Fig. 1: pin map
(3 px per um) Pins as bars across the die edge, other pins in grey.
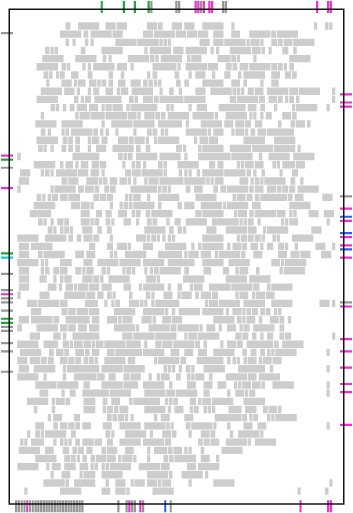
Fig. 2: routing congestion map
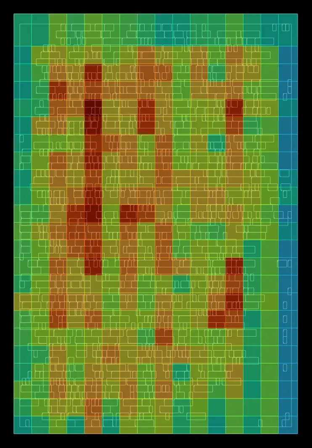
**src/rtl/seg7_scan_ctrl_if.sv**
```systemverilog
// ---------------------------------------------------------------------------
// seg7_scan_ctrl_if
// Avalon-MM slave bus of the 7-segment scan controller.
//   avs_address   : register index (0-5 DIGn, 6 CTRL, 7 BTN)
//   avs_write     : write strobe, avs_writedata captured on the same edge
//   avs_writedata : write data
//   avs_read      : read strobe
//   avs_readdata  : read data, valid the cycle after avs_read
// Handshake: there are no wait states. A strobe that is high at a rising
// edge is a complete transfer; read data is registered and presented the
// cycle after the read strobe was sampled.
// ---------------------------------------------------------------------------
interface seg7_scan_ctrl_if;
  logic [2:0]  avs_address;
  logic        avs_write;
  logic [31:0] avs_writedata;
  logic        avs_read;
  logic [31:0] avs_readdata;

  modport master (
    output avs_address, avs_write, avs_writedata, avs_read,
    input  avs_readdata
  );

  modport slave (
    input  avs_address, avs_write, avs_writedata, avs_read,
    output avs_readdata
  );
endinterface

```
**src/rtl/seg7_scan_ctrl.sv**
```systemverilog
// ---------------------------------------------------------------------------
// seg7_scan_ctrl
// Six-digit multiplexed 7-segment scanner plus debounced push-buttons,
// controlled over Avalon-MM.
//   clk_clk     : system clock, rising edge
//   reset_reset : synchronous active-high reset
//   avs         : Avalon-MM slave bus (seg7_scan_ctrl_if.slave)
//   selseg      : active-high segments, bit0=a .. bit6=g, bit7=dp
//   nseldig     : active-low digit enables, at most one low
//   nbutton     : raw active-low buttons, asynchronous
//   ledbutton   : debounced pressed state (1 = pressed)
//   reset_led   : high until software first writes CTRL
//   dbg_state_o : scan FSM state (1 = SCAN, 0 = IDLE)
// All outputs are registered from next-state values, so each output
// reflects the internal state held during the same cycle.
// ---------------------------------------------------------------------------
module seg7_scan_ctrl #(
  parameter int SCAN_DIV  = 50000,
  parameter int BLANK_CYC = 4,
  parameter int DEBOUNCE  = 1000000
) (
  input  logic                   clk_clk,
  input  logic                   reset_reset,
  seg7_scan_ctrl_if.slave        avs,
  output logic [7:0]             selseg,
  output logic [5:0]             nseldig,
  input  logic [3:0]             nbutton,
  output logic [3:0]             ledbutton,
  output logic                   reset_led,
  output logic                   dbg_state_o
);

  localparam int DIV_W = (SCAN_DIV > 1) ? $clog2(SCAN_DIV) : 1;
  localparam int DB_W  = $clog2(DEBOUNCE);
  localparam logic [DIV_W-1:0] DIV_LAST = DIV_W'(SCAN_DIV - 1);
  localparam logic [DIV_W-1:0] BLANK_V  = DIV_W'(BLANK_CYC);
  localparam logic [DB_W-1:0]  DB_LAST  = DB_W'(DEBOUNCE - 1);

  typedef enum logic {IDLE = 1'b0, SCAN = 1'b1} state_t;

  // Register file
  logic [7:0] dig_q [6];
  logic [7:0] dig_d [6];
  logic [1:0] ctrl_q, ctrl_d;
  logic [3:0] flag_q, flag_d;
  logic       rled_q, rled_d;
  logic [31:0] rdata_q, rdata_d;

  // Scan scheduler
  state_t           state_q, state_d;
  logic [DIV_W-1:0] div_q, div_d;
  logic [2:0]       idx_q, idx_d;
  logic [7:0]       sel_q, sel_d;
  logic [5:0]       nsel_q, nsel_d;

  // Buttons
  logic [3:0]      sync1_q, sync2_q;
  logic [3:0]      stable_q, stable_d;
  logic [DB_W-1:0] cnt_q [4];
  logic [DB_W-1:0] cnt_d [4];
  logic [3:0]      press;
  logic [3:0]      flag_clr;

  logic wd_unused;
  assign wd_unused = ^avs.avs_writedata[31:8];

  // Register writes and read mux (reads see pre-write values)
  always_comb begin
    dig_d    = dig_q;
    ctrl_d   = ctrl_q;
    rled_d   = rled_q;
    flag_clr = 4'b0000;
    if (avs.avs_write) begin
      if (avs.avs_address <= 3'd5) begin
        dig_d[avs.avs_address] = avs.avs_writedata[7:0];
      end else if (avs.avs_address == 3'd6) begin
        ctrl_d = avs.avs_writedata[1:0];
        rled_d = 1'b0;
      end else begin
        flag_clr = avs.avs_writedata[7:4];
      end
    end

    rdata_d = rdata_q;
    if (avs.avs_read) begin
      if (avs.avs_address <= 3'd5) begin
        rdata_d = {24'd0, dig_q[avs.avs_address]};
      end else if (avs.avs_address == 3'd6) begin
        rdata_d = {30'd0, ctrl_q};
      end else begin
        rdata_d = {24'd0, flag_q, stable_q};
      end
    end
  end

  // Debounce: count consecutive disagreeing samples, accept on the last one
  always_comb begin
    stable_d = stable_q;
    cnt_d    = cnt_q;
    press    = 4'b0000;
    for (int i = 0; i < 4; i++) begin
      if (sync2_q[i] == stable_q[i]) begin
        cnt_d[i] = '0;
      end else if (cnt_q[i] == DB_LAST) begin
        stable_d[i] = sync2_q[i];
        cnt_d[i]    = '0;
        press[i]    = sync2_q[i];
      end else begin
        cnt_d[i] = cnt_q[i] + 1'b1;
      end
    end
    // A press accepted in the same cycle as a clearing write survives.
    flag_d = (flag_q & ~flag_clr) | press;
  end

  // Scan next state; EN/BLANK act from the cycle after the CTRL write
  always_comb begin
    state_d = state_q;
    div_d   = div_q;
    idx_d   = idx_q;
    case (state_q)
      IDLE: begin
        div_d = '0;
        idx_d = 3'd0;
        if (ctrl_d[0]) state_d = SCAN;
      end
      default: begin
        if (!ctrl_d[0]) begin
          state_d = IDLE;
          div_d   = '0;
          idx_d   = 3'd0;
        end else if (div_q == DIV_LAST) begin
          div_d = '0;
          idx_d = (idx_q == 3'd5) ? 3'd0 : idx_q + 3'd1;
        end else begin
          div_d = div_q + 1'b1;
        end
      end
    endcase

    sel_d  = 8'h00;
    nsel_d = 6'b111111;
    if (state_d == SCAN) begin
      sel_d = dig_d[idx_d];
      // Leading BLANK_CYC cycles of each slot stay dark to avoid ghosting.
      if (div_d >= BLANK_V && !ctrl_d[1]) nsel_d = ~(6'b000001 << idx_d);
    end
  end

  always_ff @(posedge clk_clk) begin
    if (reset_reset) begin
      for (int i = 0; i < 6; i++) dig_q[i] <= 8'h00;
      ctrl_q   <= 2'b00;
      flag_q   <= 4'b0000;
      rled_q   <= 1'b1;
      rdata_q  <= 32'd0;
      state_q  <= IDLE;
      div_q    <= '0;
      idx_q    <= 3'd0;
      sel_q    <= 8'h00;
      nsel_q   <= 6'b111111;
      sync1_q  <= 4'b0000;
      sync2_q  <= 4'b0000;
      stable_q <= 4'b0000;
      for (int i = 0; i < 4; i++) cnt_q[i] <= '0;
    end else begin
      dig_q    <= dig_d;
      ctrl_q   <= ctrl_d;
      flag_q   <= flag_d;
      rled_q   <= rled_d;
      rdata_q  <= rdata_d;
      state_q  <= state_d;
      div_q    <= div_d;
      idx_q    <= idx_d;
      sel_q    <= sel_d;
      nsel_q   <= nsel_d;
      sync1_q  <= ~nbutton;
      sync2_q  <= sync1_q;
      stable_q <= stable_d;
      cnt_q    <= cnt_d;
    end
  end

  assign avs.avs_readdata = rdata_q;
  assign selseg           = sel_q;
  assign nseldig          = nsel_q;
  assign ledbutton        = stable_q;
  assign reset_led        = rled_q;
  assign dbg_state_o      = (state_q == SCAN);

endmodule

```
**src/flat_wrapper.sv**
```systemverilog
// flat-port wrapper written by rule: the top's interface ports become plain ports
module seg7_scan_ctrl_flat 
#(
  parameter int SCAN_DIV  = 50000,
  parameter int BLANK_CYC = 4,
  parameter int DEBOUNCE  = 1000000
)
  (clk_clk, reset_reset, selseg, nseldig, nbutton, ledbutton, reset_led, dbg_state_o, avs_avs_address, avs_avs_write, avs_avs_writedata, avs_avs_read, avs_avs_readdata);
  seg7_scan_ctrl_if avs_i ();
  input  logic clk_clk;
  input  logic reset_reset;
  output logic [7:0] selseg;
  output logic [5:0] nseldig;
  input  logic [3:0] nbutton;
  output logic [3:0] ledbutton;
  output logic reset_led;
  output logic dbg_state_o;
  input wire logic [$bits(avs_i.avs_address)-1:0] avs_avs_address;
  input wire logic [$bits(avs_i.avs_write)-1:0] avs_avs_write;
  input wire logic [$bits(avs_i.avs_writedata)-1:0] avs_avs_writedata;
  input wire logic [$bits(avs_i.avs_read)-1:0] avs_avs_read;
  output wire logic [$bits(avs_i.avs_readdata)-1:0] avs_avs_readdata;
  assign avs_i.avs_address = avs_avs_address;
  assign avs_i.avs_write = avs_avs_write;
  assign avs_i.avs_writedata = avs_avs_writedata;
  assign avs_i.avs_read = avs_avs_read;
  assign avs_avs_readdata = avs_i.avs_readdata;
  seg7_scan_ctrl #(.SCAN_DIV(SCAN_DIV), .BLANK_CYC(BLANK_CYC), .DEBOUNCE(DEBOUNCE)) u_core (.clk_clk(clk_clk), .reset_reset(reset_reset), .avs(avs_i), .selseg(selseg), .nseldig(nseldig), .nbutton(nbutton), .ledbutton(ledbutton), .reset_led(reset_led), .dbg_state_o(dbg_state_o));
endmodule
```
**config.mk**
```make
export PLATFORM = sky130hd
export DESIGN_NAME = seg7_scan_ctrl_flat
export DESIGN_NICKNAME = d
export VERILOG_FILES = /design/src/rtl/seg7_scan_ctrl_if.sv /design/src/rtl/seg7_scan_ctrl.sv /design/src/flat_wrapper.sv
export SDC_FILE = /design/constraint.sdc
export NUM_CORES = 1
export LEC_CHECK = 0
export CAP_MARGIN = 20
export CORE_ASPECT_RATIO = 1.5
export CORE_MARGIN = 2
export CORE_UTILIZATION = 51
export CTS_CLUSTER_SIZE = 25
export DETAILED_ROUTE_END_ITERATION = 8
export PLACE_DENSITY = 0.71
export SYNTH_ARGS = -nofsm -noshare
export SYNTH_HDL_FRONTEND = slang
export SYNTH_SLANG_ARGS = --single-unit
```
**constraint.sdc**
```tcl
create_clock -name clk_clk -period 4.1 [get_ports clk_clk]
set_input_delay 0.615 -clock clk_clk [delete_from_list [all_inputs] [get_ports clk_clk]]
set_output_delay 0.615 -clock clk_clk [all_outputs]
set_load 0.02 [all_outputs]
```
==> flow_summary.ini <==
; generated from flow reports
[synthesis]
mux_area_share_pct = 6.79
ys_sh_simple_pct = 24.8
ff_type = dfxtp_1
topCellsByArea = dfxtp_1, nor2_1, nand2_1, mux2i_1, xnor2_1
ys_cells = 1053
common_cells = nor2_1, dfxtp_1, nand2_1
ys_sh_adder_pct = 0.715
synth_cell_types = 61

[setup_path]
crit_start = avs_avs_write
crit_end = u_core.selseg[1]
cp_max_fo = 26
cp-start-kind = input pin
r2r-end = u_core.selseg[1]
path_cells = clkdlybuf4s50_1 > nand4b_1 > o21ai_0 > mux2i_2 > buf_4 > nor4_2 > a22oi_1 > o21ai_1

[power]
clock_power_share_pct = 45.4
powerComb_w = 0.000189
power_frac_comb_pct = 5.0

[final_timing]
rsz0062_at_grt = no
layout_setup_ws_ps = 1070

[grt]
antenna_found_initial = 0
grt-ovfl-total = 0
grtUsageTotal_pct = 21.6

[hold_path]
min_path_cells = 1
hold_start = u_core.sync1_q[3]
hold_path_end = u_core.sync2_q[3]

[cts]
numCtsBuffers = 17
cts_resized = 0

[placed_design]
globalplace.congestion = 0.945

[outcome]
status = finished, final reports clean

[cells_and_area]
comb_cells = 780
clock_area_share_pct = 6.24

[route]
drc = 0
About Fig. 1:
| colour | port | pins | direction | edge |
|---|---|---|---|---|
| green | `selseg` | 8 | output | 4 left, 4 top |
| blue | `nbutton` | 4 | input | 3 right, 1 bottom |
| magenta | `avs_avs_readdata` | 32 | output | 15 right, 8 top, 6 bottom, 3 left |
| cyan | `avs_avs_write` | 1 | input | left |
die width: 111 um
I/O Buffers: 46
Die Ht: 164 um

About Fig. 2:
grt met1 use: 26.9%
met2 usage: 37.6%

